`src/rtl/instruction_register_if.sv`:
```
// Bus between instruction memory/control and the instruction register:
// the load strobe and fetched word in, the four decode fields out.
interface instruction_register_if;
  logic         IL;
  logic [15:0]  IR;
  logic [15:12] opcode;
  logic [11:8]  DA;
  logic [7:4]   AA;
  logic [3:0]   BA;

  modport master (output IL, IR, input opcode, DA, AA, BA);
  modport slave  (input IL, IR, output opcode, DA, AA, BA);
endinterface

```
`src/rtl/instruction_register.sv`:
```
// 16-bit instruction register: captures IR on IL and exposes the stored
// word as opcode/DA/AA/BA decode fields for the control unit and register file.
module instruction_register (
  input  logic                   clk,
  input  logic                   reset,
  instruction_register_if.slave  ir_bus
);

  logic [15:0] instr_d;
  // Zero initialiser keeps the fields defined before the first reset edge.
  logic [15:0] instr_q = 16'h0000;

  always_comb begin
    instr_d = instr_q;
    if (ir_bus.IL) begin
      instr_d = ir_bus.IR;
    end
  end

  always_ff @(posedge clk) begin
    if (reset) begin
      instr_q <= 16'h0000;
    end else begin
      instr_q <= instr_d;
    end
  end

  assign ir_bus.opcode = instr_q[15:12];
  assign ir_bus.DA     = instr_q[11:8];
  assign ir_bus.AA     = instr_q[7:4];
  assign ir_bus.BA     = instr_q[3:0];

endmodule

```
`src/flat_wrapper.sv`:
```
// flat-port wrapper written by rule: the top's interface ports become plain ports
module instruction_register_flat 
  (clk, reset, ir_bus_IL, ir_bus_IR, ir_bus_opcode, ir_bus_DA, ir_bus_AA, ir_bus_BA);
  instruction_register_if ir_bus_i ();
  input  logic clk;
  input  logic reset;
  input wire logic [$bits(ir_bus_i.IL)-1:0] ir_bus_IL;
  input wire logic [$bits(ir_bus_i.IR)-1:0] ir_bus_IR;
  output wire logic [$bits(ir_bus_i.opcode)-1:0] ir_bus_opcode;
  output wire logic [$bits(ir_bus_i.DA)-1:0] ir_bus_DA;
  output wire logic [$bits(ir_bus_i.AA)-1:0] ir_bus_AA;
  output wire logic [$bits(ir_bus_i.BA)-1:0] ir_bus_BA;
  assign ir_bus_i.IL = ir_bus_IL;
  assign ir_bus_i.IR = ir_bus_IR;
  assign ir_bus_opcode = ir_bus_i.opcode;
  assign ir_bus_DA = ir_bus_i.DA;
  assign ir_bus_AA = ir_bus_i.AA;
  assign ir_bus_BA = ir_bus_i.BA;
  instruction_register u_core (.clk(clk), .reset(reset), .ir_bus(ir_bus_i));
endmodule
```
`config.mk`:
```
export PLATFORM = sky130hd
export DESIGN_NAME = instruction_register_flat
export DESIGN_NICKNAME = d
export VERILOG_FILES = /design/src/rtl/instruction_register_if.sv /design/src/rtl/instruction_register.sv /design/src/flat_wrapper.sv
export SDC_FILE = /design/constraint.sdc
export NUM_CORES = 1
export LEC_CHECK = 0
export CORE_UTILIZATION = 31
export CTS_BUF_LIST = sky130_fd_sc_hd__clkbuf_16
export DETAILED_ROUTE_END_ITERATION = 8
export GPL_ROUTABILITY_DRIVEN = 0
export PLACE_DENSITY = 0.68
export SLEW_MARGIN = 20
export SYNTH_ARGS = -nofsm -noshare
export SYNTH_HDL_FRONTEND = slang
export SYNTH_SLANG_ARGS = --single-unit
```
`constraint.sdc`:
```
create_clock -name clk -period 0.8 [get_ports clk]
set_input_delay 0.12 -clock clk [delete_from_list [all_inputs] [get_ports clk]]
set_output_delay 0.12 -clock clk [all_outputs]
set_load 0.02 [all_outputs]
```
==> flow_metrics.env, run 1 <==
# yosys + openroad results
export IMPL_worstPathArrival_ns=0.70
export IMPL_n_all_buffers=37
export IMPL_largest_reg_flops=16
export IMPL_p_leak_nw=0.5071
export IMPL_logic_area_sq_um=220.2
export IMPL_cp_num_cells=1
export IMPL_synthCells=52
export IMPL_wire_per_inst_um=11.46
export IMPL_drt_wl_total_um=1306
export IMPL_grt_remaining_overflow=0
export IMPL_io_pin_count=35
export IMPL_synthToLayoutAreaGrowth_pct=90.09
export IMPL_setup_viol=16
export IMPL_p_int_mw=1.765
export IMPL_vias_per_cell=4.184
export IMPL_whs_ns=0.4339
export IMPL_holdPathStages=4
export IMPL_max_slew_margin=0.9005
export IMPL_cts_clk_slew_worst_paths_ns=0.05
export IMPL_synth_flops=16
export IMPL_syn_area_per_cell_sq_um=11.16
export IMPL_drv_slew=0
export IMPL_hold_violations=0
export IMPL_cts_hold_buf=0
export IMPL_cpPeakStageDelay_ns=0.34
export IMPL_simple_gate_area_frac=0.1034
export IMPL_tritoncts="yes"
export IMPL_lay_top_count="clkdlybuf4s50_1"
export IMPL_fin_crit_sh=1.024
export IMPL_worstRegToRegCells=2
export IMPL_xor_area_frac=0
export IMPL_critPathKind="flip-flop to output port"
export IMPL_cts_htree_levels=1
export IMPL_start_kind="flip-flop"
export IMPL_setup_tns_ns=-0.09630
export IMPL_ys_cells=52
export IMPL_vias=477
export IMPL_syn_nets=71
export IMPL_logic_family="multiplexers"
export IMPL_grt_pass1_vias=396
export IMPL_tightestPinTransition_ns=0.1451
export IMPL_clock_root_buffer="clkbuf_16"
export IMPL_final_cell_mix="clkdlybuf4s50_1 (17), mux2i_1 (16), nor2_1 (16), buf_6 (16), dfxtp_2 (16)"
export IMPL_die_h_um=45.28
export IMPL_layoutNonFillerInstCount=114
export IMPL_regArea_sq_um=340.3
export IMPL_violations="setup timing"
export IMPL_grt_pass1_wl_um=1883
export IMPL_clk_path_buf_depth=2
export IMPL_swShare=0.2153
export IMPL_sh_comb_area=0.1995
export IMPL_outcome="complete, but fails checks"
export IMPL_cp_cell_sequence="buf_6"
export IMPL_powerDensity_nw_per_um2=2038
export IMPL_power_frac_comb=0.175
export IMPL_max_cap_viol_count=0
export IMPL_ant_nets=0
export IMPL_dpl_cell_area_sq_um=952.2
export IMPL_rsz0062_at_grt="true"
export IMPL_largest_registers="u_core.instr_q (16)"
export IMPL_power_total_mw=2.249
export IMPL_fmax_mhz=1221
export IMPL_first_iter_violations=10
export IMPL_die_w_um=45.28
export IMPL_dp_cells=109
export IMPL_antenna_cells=0
export IMPL_ys_seq_share=0.5517
export IMPL_ctsResizeCount=113
export IMPL_buf_share=0.3923
export IMPL_num_fill_cells=158
export IMPL_pg_seq_mw=0.889
export IMPL_layout_non_clock_inverters=0
export IMPL_path_delay_family="flip-flops"
export IMPL_p_switching_mw=0.4842
export IMPL_adder_share=0
export IMPL_ys_types=7
export IMPL_largestClassByArea="buffers"
export IMPL_warnings=28
export IMPL_clock_area_frac=0.07143
export IMPL_first_pass_iters=4
export IMPL_mux_share=0.2759
export IMPL_grt_max_degree=17
export IMPL_cp_slowest_cell="dfxtp_2"
export IMPL_ir_worst_vdd_mv=1.730
export IMPL_fin_crit_ns=0.8188
export IMPL_clock_buffers=3
export IMPL_logic_gates=32
export IMPL_antenna_found_initial=0
export IMPL_cp_required_ns=0.68
export IMPL_drive_gt1_frac=0.4270
export IMPL_die_area_sq_um=2050
export IMPL_drc=0
export IMPL_powerComb_mw=0.394
export IMPL_worstPathBufferInverterCount=1
export IMPL_netlist_area_sq_um=580.6
export IMPL_cts_buffers=3
export IMPL_yosys_warnings=0
export IMPL_dp_hpwl_um=888.9
export IMPL_dp_slack_ns=-0.3847
export IMPL_p_seq_frac=0.395
export IMPL_synthAoiAreaFrac=0
export IMPL_setup_slack_ns=-0.01881
export IMPL_grt_usage=0.1393
export IMPL_end_kind="output port"
export IMPL_nets=109
export IMPL_hold_class="input port to flip-flop"
export IMPL_top_register="u_core.instr_q"
run 1: worst paths after layout:
check                                   startpoint                 to  slack [ns]
worst max register to register   u_core.instr_q[2]  u_core.instr_q[2]        0.16
worst max-delay path            u_core.instr_q[15]   ir_bus_opcode[3]       -0.02
worst min-delay path                     ir_bus_IL  u_core.instr_q[3]        0.43
worst min register to register   u_core.instr_q[3]  u_core.instr_q[3]        0.49
run 1: cell usage after synthesis:
cell type,count,share of area
buf_1,1,0.0065
buf_12,1,0.034
buf_2,1,0.0086
buf_6,1,0.019
dfxtp_1,16,0.55
mux2i_1,16,0.28
nor2_1,16,0.10
run 1: per-layer routing:
layer	track usage	vias up	share of wire
li1	-	245	-
met3	0.07200	3	0.053
met2	0.1971	15	0.48
met5	0	-	0
met4	0.07273	0	0.018
met1	0.1708	214	0.45
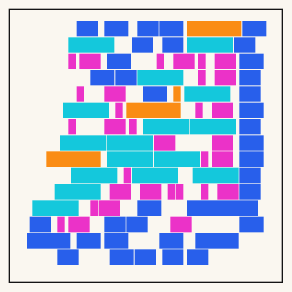
Fig. 1. Placement by cell class (run 1).
Scale: 6 px per um.
Key: orange = clock drivers and dummy loads [cells 4, share of their area 7.4%]; blue = other buffers and delay cells [cells 37, share of their area 40%]; magenta = all other logic [cells 32, share of their area 21%]; cyan = flip-flops [cells 16, share of their area 32%]
Cell Rows: 15
Core Util, Final: 0.6323
fraction of area in registers: 0.3084
Core ar.: 1745 sq um
cell area after layout: 1104 sq um

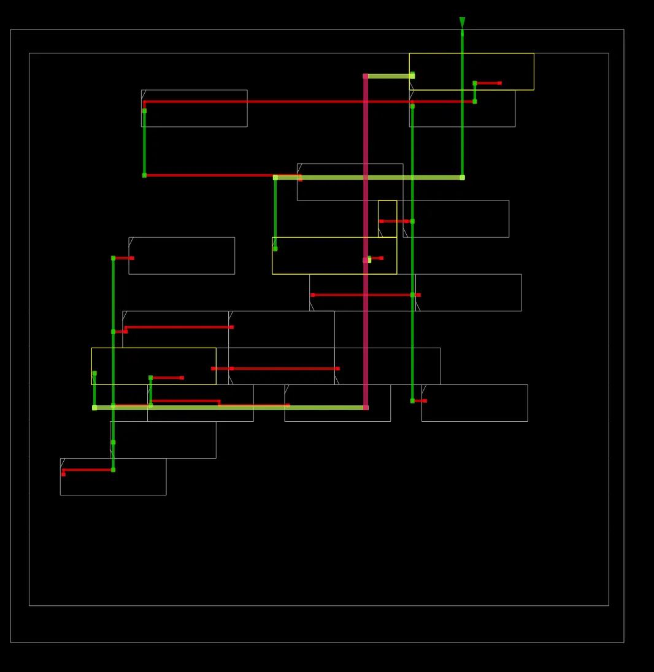
Fig. 2. The clock network (run 1).
CTS sink cnt: 16
Seq cells: 16
Layout Skew: 0 ns
Skew-Pair Late Insertion Delay: 0.24 ns
Clock net power: 0.966 mW

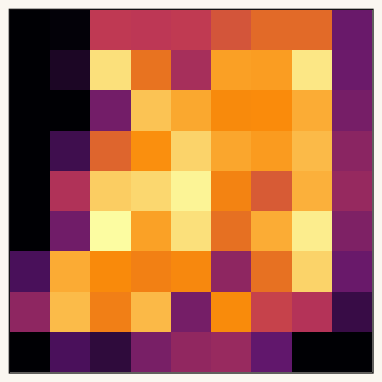
Fig. 3. Placement density heat map (run 1).
Scale: 8 px per um. The die is cut into 9 by 9 equal tiles; black is low, pale yellow is high, 0 to 100% covered.
The densest ninth of the die: center. The mean over all tiles is 52%. 14% of the tiles are nearly empty. 31% of the tiles are over 75% full.
Initial Util: 0.3326

==> inputs of run 2 (changes only) <==
Settings changed: CTS_CLUSTER_SIZE set to 20, SETUP_SLACK_MARGIN set to 0.1.
==> run 2 against run 1 <==
  * The run still ends with setup timing left
  * Cell area up 5.3%
  * Via count increased by 5.2%
  * Synthesized area stayed put
  * Worst hold slack got worse by 0.071 ns
  * Utilization grew 3.4 points
  * Highest routed layer unchanged
  * First-iteration DRC count decreased by 40%
  * Setup slack got worse by 0.0025 ns
  * Clock skew did not move
==> flow_metrics.env, run 2 <==
# yosys + openroad results
export IMPL_outcome="complete, but fails checks"
export IMPL_violations="setup timing"
export IMPL_ff_type="dfxtp_1"
export IMPL_drive_gt1_frac=0.4731
export IMPL_powerDensity_nw_per_um2=1961
export IMPL_hold_class="input port to flip-flop"
export IMPL_ir_worst_vdd_mv=1.918
export IMPL_largest_reg_flops=16
export IMPL_ys_seq_share=0.5517
export IMPL_io_pin_count=35
export IMPL_fin_crit_ns=0.8214
export IMPL_dpl_cell_area_sq_um=959.7
export IMPL_timing_rr_start="u_core.instr_q[7]"
export IMPL_vias=502
export IMPL_largest_registers="u_core.instr_q (16)"
export IMPL_mux_share=0.2759
export IMPL_grt_pass1_vias=490
export IMPL_yosys_warnings=0
export IMPL_wire_per_inst_um=12.39
export IMPL_tritoncts="yes"
export IMPL_ctsResizeCount=120
export IMPL_drt_wl_total_um=1462
export IMPL_row_count=15
export IMPL_cp_slowest_cell="dfxtp_2"
export IMPL_synth_top_cells_by_area="dfxtp_1 (55%), mux2i_1 (28%), nor2_1 (10%)"
export IMPL_grt_busiest_layer="met2"
export IMPL_dp_cells=110
export IMPL_ys_types=7
export IMPL_first_pass_iters=4
export IMPL_power_frac_comb=0.191
export IMPL_vias_per_cell=4.254
export IMPL_final_cell_mix="buf_6 (19), nor2_1 (16), clkdlybuf4s50_1 (16), dfxtp_2 (16), mux2i_1 (15)"
export IMPL_synth_top_cell_by_area="dfxtp_1"
export IMPL_path_delay_family="flip-flops"
export IMPL_setup_slack_ns=-0.02136
export IMPL_antenna_cells=0
export IMPL_cts_clk_slew_worst_paths_ns=0.05
export IMPL_powerComb_mw=0.434
export IMPL_end_kind="output port"
export IMPL_grt_max_degree=10
export IMPL_setup_tns_ns=-0.09468
export IMPL_synthToLayoutAreaGrowth_pct=100.2
export IMPL_top_register="u_core.instr_q"
export IMPL_cts_htree_levels=1
export IMPL_synthTopCellsByCount="dfxtp_1 (16), mux2i_1 (16), nor2_1 (16)"
export IMPL_synth_flops=16
export IMPL_die_w_um=45.28
export IMPL_pg_seq_mw=0.892
export IMPL_grt_pass1_wl_um=2290
export IMPL_holdCritStartpoint="ir_bus_IL"
export IMPL_synthCells=52
export IMPL_startpoint="u_core.instr_q[9]"
export IMPL_dr_wl_met3_um=45
export IMPL_lay_top_count="buf_6"
export IMPL_rsz0062_at_grt="true"
export IMPL_power_total_mw=2.279
export IMPL_fin_util=0.6660
export IMPL_die_h_um=45.28
export IMPL_worstPathArrival_ns=0.70
export IMPL_ant_nets=0
export IMPL_clock_root_buffer="clkbuf_16"
export IMPL_die_area_sq_um=2050
export IMPL_p_leak_nw=0.5364
export IMPL_setup_viol=14
export IMPL_fin_crit_sh=1.027
export IMPL_synthArstFlopShare=0
export IMPL_max_slew_margin=0.8812
export IMPL_initCoreUtil=0.3326
export IMPL_use_met1=0.1955
export IMPL_met2_length_um=770
export IMPL_simple_gate_area_frac=0.1034
export IMPL_edf_count=0
export IMPL_dp_slack_ns=-0.3983
export IMPL_logic_family="multiplexers"
-- run 2: cell count changes in the layout (fill, tap and decap cells not counted) --
cell             change
buf_2                +1
dlygate4sd2_1        +1
clkdlybuf4s50_1      -1
mux2i_2              +1
buf_6                +3
mux2i_1              -1
buf_16               +1
clkdlybuf4s15_1      -1
-- run 2: final timing paths --
path | to | slack (ns) | depth (start not counted)
setup / recovery | ir_bus_DA[1] | -0.02 | 1
hold / removal | u_core.instr_q[8] | 0.36 | 4
hold reg to reg | u_core.instr_q[5] | 0.49 | 2
setup reg to reg | u_core.instr_q[7] | 0.08 | 3
-- run 2: area by class of cell --
type	count	area [sq um]
clock inverters	1	3.754
flip-flops and latches	16	340.3
repair buffers	41	488.0
multi-input cells	32	224.0
clock buffers	3	75.07
fillers	134	583.1
well taps	25	31.28
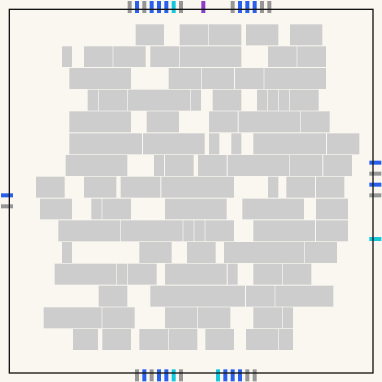
Fig. 4. Ports around the boundary (run 2).
Scale: 8 px per um. Pins as bars across the die edge, other pins in gray.
Key: cyan = ir_bus_opcode [pins 4, direction output, edge 2 south, 1 north, 1 east]; blue = ir_bus_IR [pins 16, direction input, edge 7 north, 6 south, 2 east, 1 west]; purple = clk [pins 1, direction input, edge north]
All pins by edge: 15 north, 13 south, 5 east, 2 west.

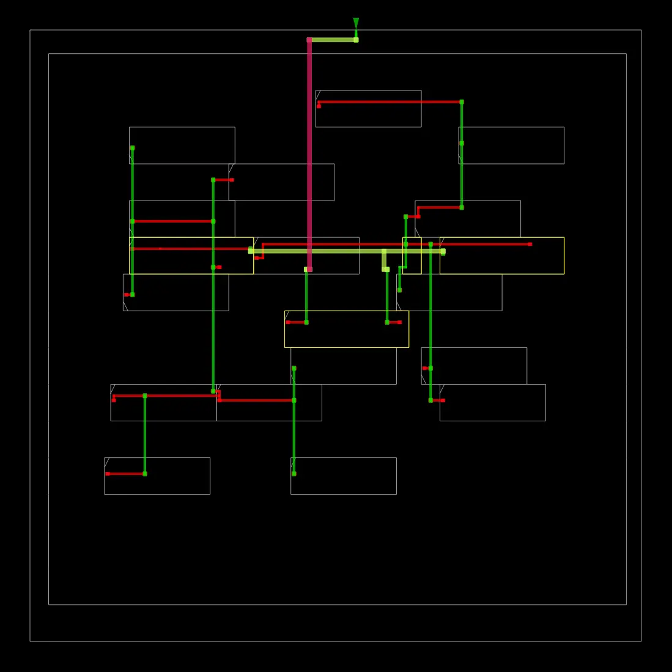
Fig. 5. The clock network (run 2).
Num CTS Buffers: 3
Clock net power: 0.953 mW
Clock buffer cells: 3

==> inputs of run 3 (changes only) <==
Settings changed: GPL_ROUTABILITY_DRIVEN 0 to not set, SLEW_MARGIN 20 to 5.
==> run 3 against run 2 <==
  * The flow still finishes with violations (setup timing)
  * Utilization did not move
  * Sequential power about the same
  * Setup slack unchanged
  * Via count unchanged
  * First-iteration DRC count unchanged
  * Synthesized area unchanged
  * Maximum frequency stayed put
  * Power stayed put
==> flow_metrics.env, run 3 <==
# yosys + openroad results
export IMPL_startpoint="u_core.instr_q[9]"
export IMPL_ff_type="dfxtp_1"
export IMPL_grt_busiest_layer="met2"
export IMPL_ir_worst_vdd_mv=1.918
export IMPL_setup_viol=14
export IMPL_tritoncts="yes"
export IMPL_grt_usage=0.1618
export IMPL_port_buffers=34
export IMPL_edf_count=0
export IMPL_max_cap_viol_count=0
export IMPL_cts_htree_levels=1
export IMPL_drive_gt1_frac=0.4731
export IMPL_powerDensity_nw_per_um2=1961
export IMPL_coreArea_sq_um=1745
export IMPL_dp_slack_ns=-0.3983
export IMPL_top_area_frac=0.5517
export IMPL_p_clk_frac=0.418
export IMPL_hold_violations=0
export IMPL_die_h_um=45.28
export IMPL_cp_max_fo=2
export IMPL_p_leak_nw=0.5364
export IMPL_netlist_area_sq_um=580.6
export IMPL_ys_cells=52
export IMPL_postLayoutCellArea_sq_um=1162
export IMPL_cp_slowest_cell="dfxtp_2"
export IMPL_layoutNonFillerInstCount=118
export IMPL_warnings=28
export IMPL_critPathKind="flip-flop to output port"
export IMPL_fin_crit_ns=0.8214
export IMPL_cts_clk_slew_worst_paths_ns=0.05
export IMPL_die_w_um=45.28
export IMPL_clock_latency_ns=0.24
export IMPL_ys_types=7
export IMPL_cts_buffers=3
export IMPL_synth_top_cells_by_area="dfxtp_1 (55%), mux2i_1 (28%), nor2_1 (10%)"
export IMPL_setup_slack_ns=-0.02136
export IMPL_synthCells=52
export IMPL_end_kind="output port"
export IMPL_first_pass_iters=4
export IMPL_power_total_mw=2.279
export IMPL_max_slew_margin=0.8812
export IMPL_syn_area_per_cell_sq_um=11.16
export IMPL_synth_flops=16
export IMPL_cp_endpoint="ir_bus_DA[1]"
export IMPL_timing_rr_start="u_core.instr_q[7]"
export IMPL_io_pin_count=35
export IMPL_met1Wirelength_um=630
export IMPL_outcome="complete, but fails checks"
export IMPL_cpPeakStageDelay_ns=0.34
export IMPL_dr_max_layer_used="met4"
export IMPL_lay_top_count="buf_6"
export IMPL_grt_pass1_wl_um=2290
export IMPL_worstPathArrival_ns=0.70
export IMPL_cts_hold_buf=0
export IMPL_fmax_mhz=1217
export IMPL_yosys_warnings=0
export IMPL_p_int_mw=1.791
export IMPL_die_area_sq_um=2050
export IMPL_ys_area_sq_um=580.6
export IMPL_initCoreUtil=0.3326
export IMPL_clock_root_buffer="clkbuf_16"
export IMPL_p_seq_frac=0.391
export IMPL_largest_registers="u_core.instr_q (16)"
export IMPL_antenna_found_initial=0
export IMPL_ys_seq_share=0.5517
export IMPL_setup_tns_ns=-0.09468
export IMPL_dp_cells=110
export IMPL_drt_wl_total_um=1462
export IMPL_fin_util=0.6660
export IMPL_largest_reg_flops=16
export IMPL_r2r_setup_slack_ns=0.08
export IMPL_rsz0062_at_grt="true"
export IMPL_tightestPinTransition_ns=0.1747
export IMPL_grt_use_met3=0.04800
export IMPL_holdCritStartpoint="ir_bus_IL"
export IMPL_drv_slew=0
export IMPL_grt_remaining_overflow=0
export IMPL_vias=502
export IMPL_synthArstFlopShare=0
export IMPL_met2_usage=0.2725
export IMPL_cp_num_cells=1
export IMPL_worstPathBufferInverterCount=1
export IMPL_use_met1=0.1955
export IMPL_top_power_group="the clock network"
export IMPL_path_delay_family="flip-flops"
export IMPL_cts_sinks=16
export IMPL_cp_required_ns=0.68
export IMPL_p_switching_mw=0.4877
export IMPL_grt_max_degree=10
export IMPL_cp_cell_sequence="buf_6"
export IMPL_syn_nets=71
export IMPL_drc=0
export IMPL_first_iter_violations=6
export IMPL_wire_per_inst_um=12.39
export IMPL_dr_wl_met3_um=45
export IMPL_worstRegToRegCells=3
export IMPL_ant_nets=0
export IMPL_whs_ns=0.3628
export IMPL_clk_path_buf_depth=2
export IMPL_grt_pass1_vias=490
export IMPL_met2_length_um=770
export IMPL_p_clk_mw=0.953
export IMPL_antenna_cells=0
export IMPL_top_register="u_core.instr_q"
export IMPL_min_to="u_core.instr_q[8]"
export IMPL_hold_class="input port to flip-flop"
export IMPL_fin_crit_sh=1.027
export IMPL_start_kind="flip-flop"
export IMPL_row_count=15
export IMPL_power_frac_comb=0.191
export IMPL_final_cell_mix="buf_6 (19), nor2_1 (16), clkdlybuf4s50_1 (16), dfxtp_2 (16), mux2i_1 (15)"
export IMPL_ctsResizeCount=120
export IMPL_swShare=0.2140
export IMPL_num_fill_cells=134
export IMPL_synth_top_cell_by_area="dfxtp_1"
export IMPL_vias_per_cell=4.254
export IMPL_pg_seq_mw=0.892
export IMPL_powerComb_mw=0.434
export IMPL_finClkSkew_ns=0
export IMPL_reg2reg_to="u_core.instr_q[7]"
export IMPL_dpl_cell_area_sq_um=959.7
export IMPL_holdPathStages=4
export IMPL_violations="setup timing"
export IMPL_synthTopCellsByCount="dfxtp_1 (16), mux2i_1 (16), nor2_1 (16)"
export IMPL_gp_congestion=0.6506
export IMPL_synthToLayoutAreaGrowth_pct=100.2
export IMPL_cts_setup_buffers=2
export IMPL_nets=113
run 3: cell families (layout without fill, tap and decap cells):
| group | after synthesis | count (layout) | share of synthesized area |
|---|---|---|---|
| AND/OR/NAND/NOR | 16 | 16 | 0.1035 |
| multiplexers | 16 | 16 | 0.2759 |
| flip-flops | 16 | 16 | 0.5517 |
| buffers and inverters | 4 | 45 | 0.06895 |
run 3: layout make-up:
cell class | instances | area (sq um) | area share
clock inverters | 1 | 3.754 | 0.003229
flip-flops and latches | 16 | 340.3 | 0.2928
multi-input cells | 32 | 224.0 | 0.1927
well taps | 25 | 31.28 | 0.02691
repair buffers | 41 | 488.0 | 0.4198
clock buffers | 3 | 75.07 | 0.06459
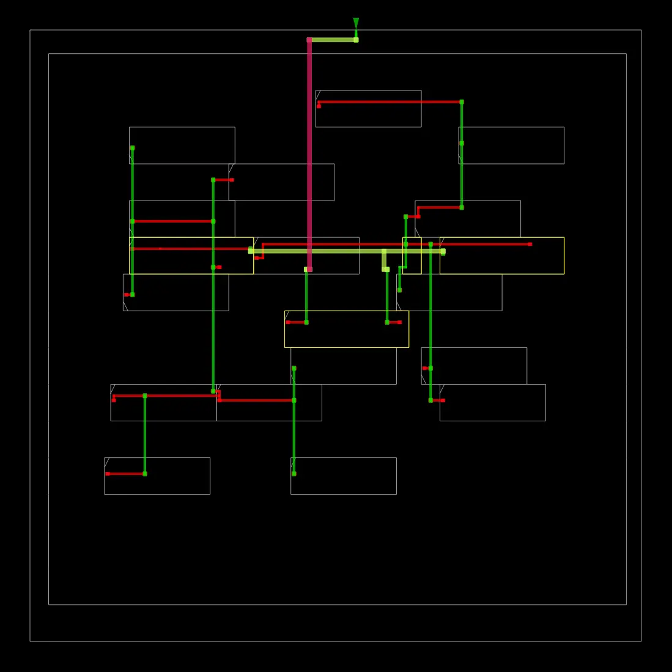
Fig. 6. The clock network (run 3).

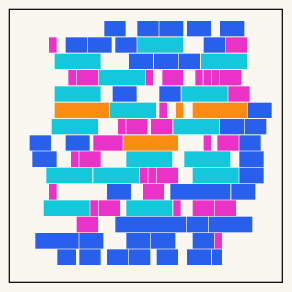
Fig. 7. Placement by cell class (run 3).
Scale: 6 px per um.
Key: blue = other buffers and delay cells [cells 41, share of their area 43%]; magenta = all other logic [cells 32, share of their area 20%]; cyan = flip-flops [cells 16, share of their area 30%]; orange = clock drivers and dummy loads [cells 4, share of their area 7.0%]

Power and IR drop assume default switching activity.
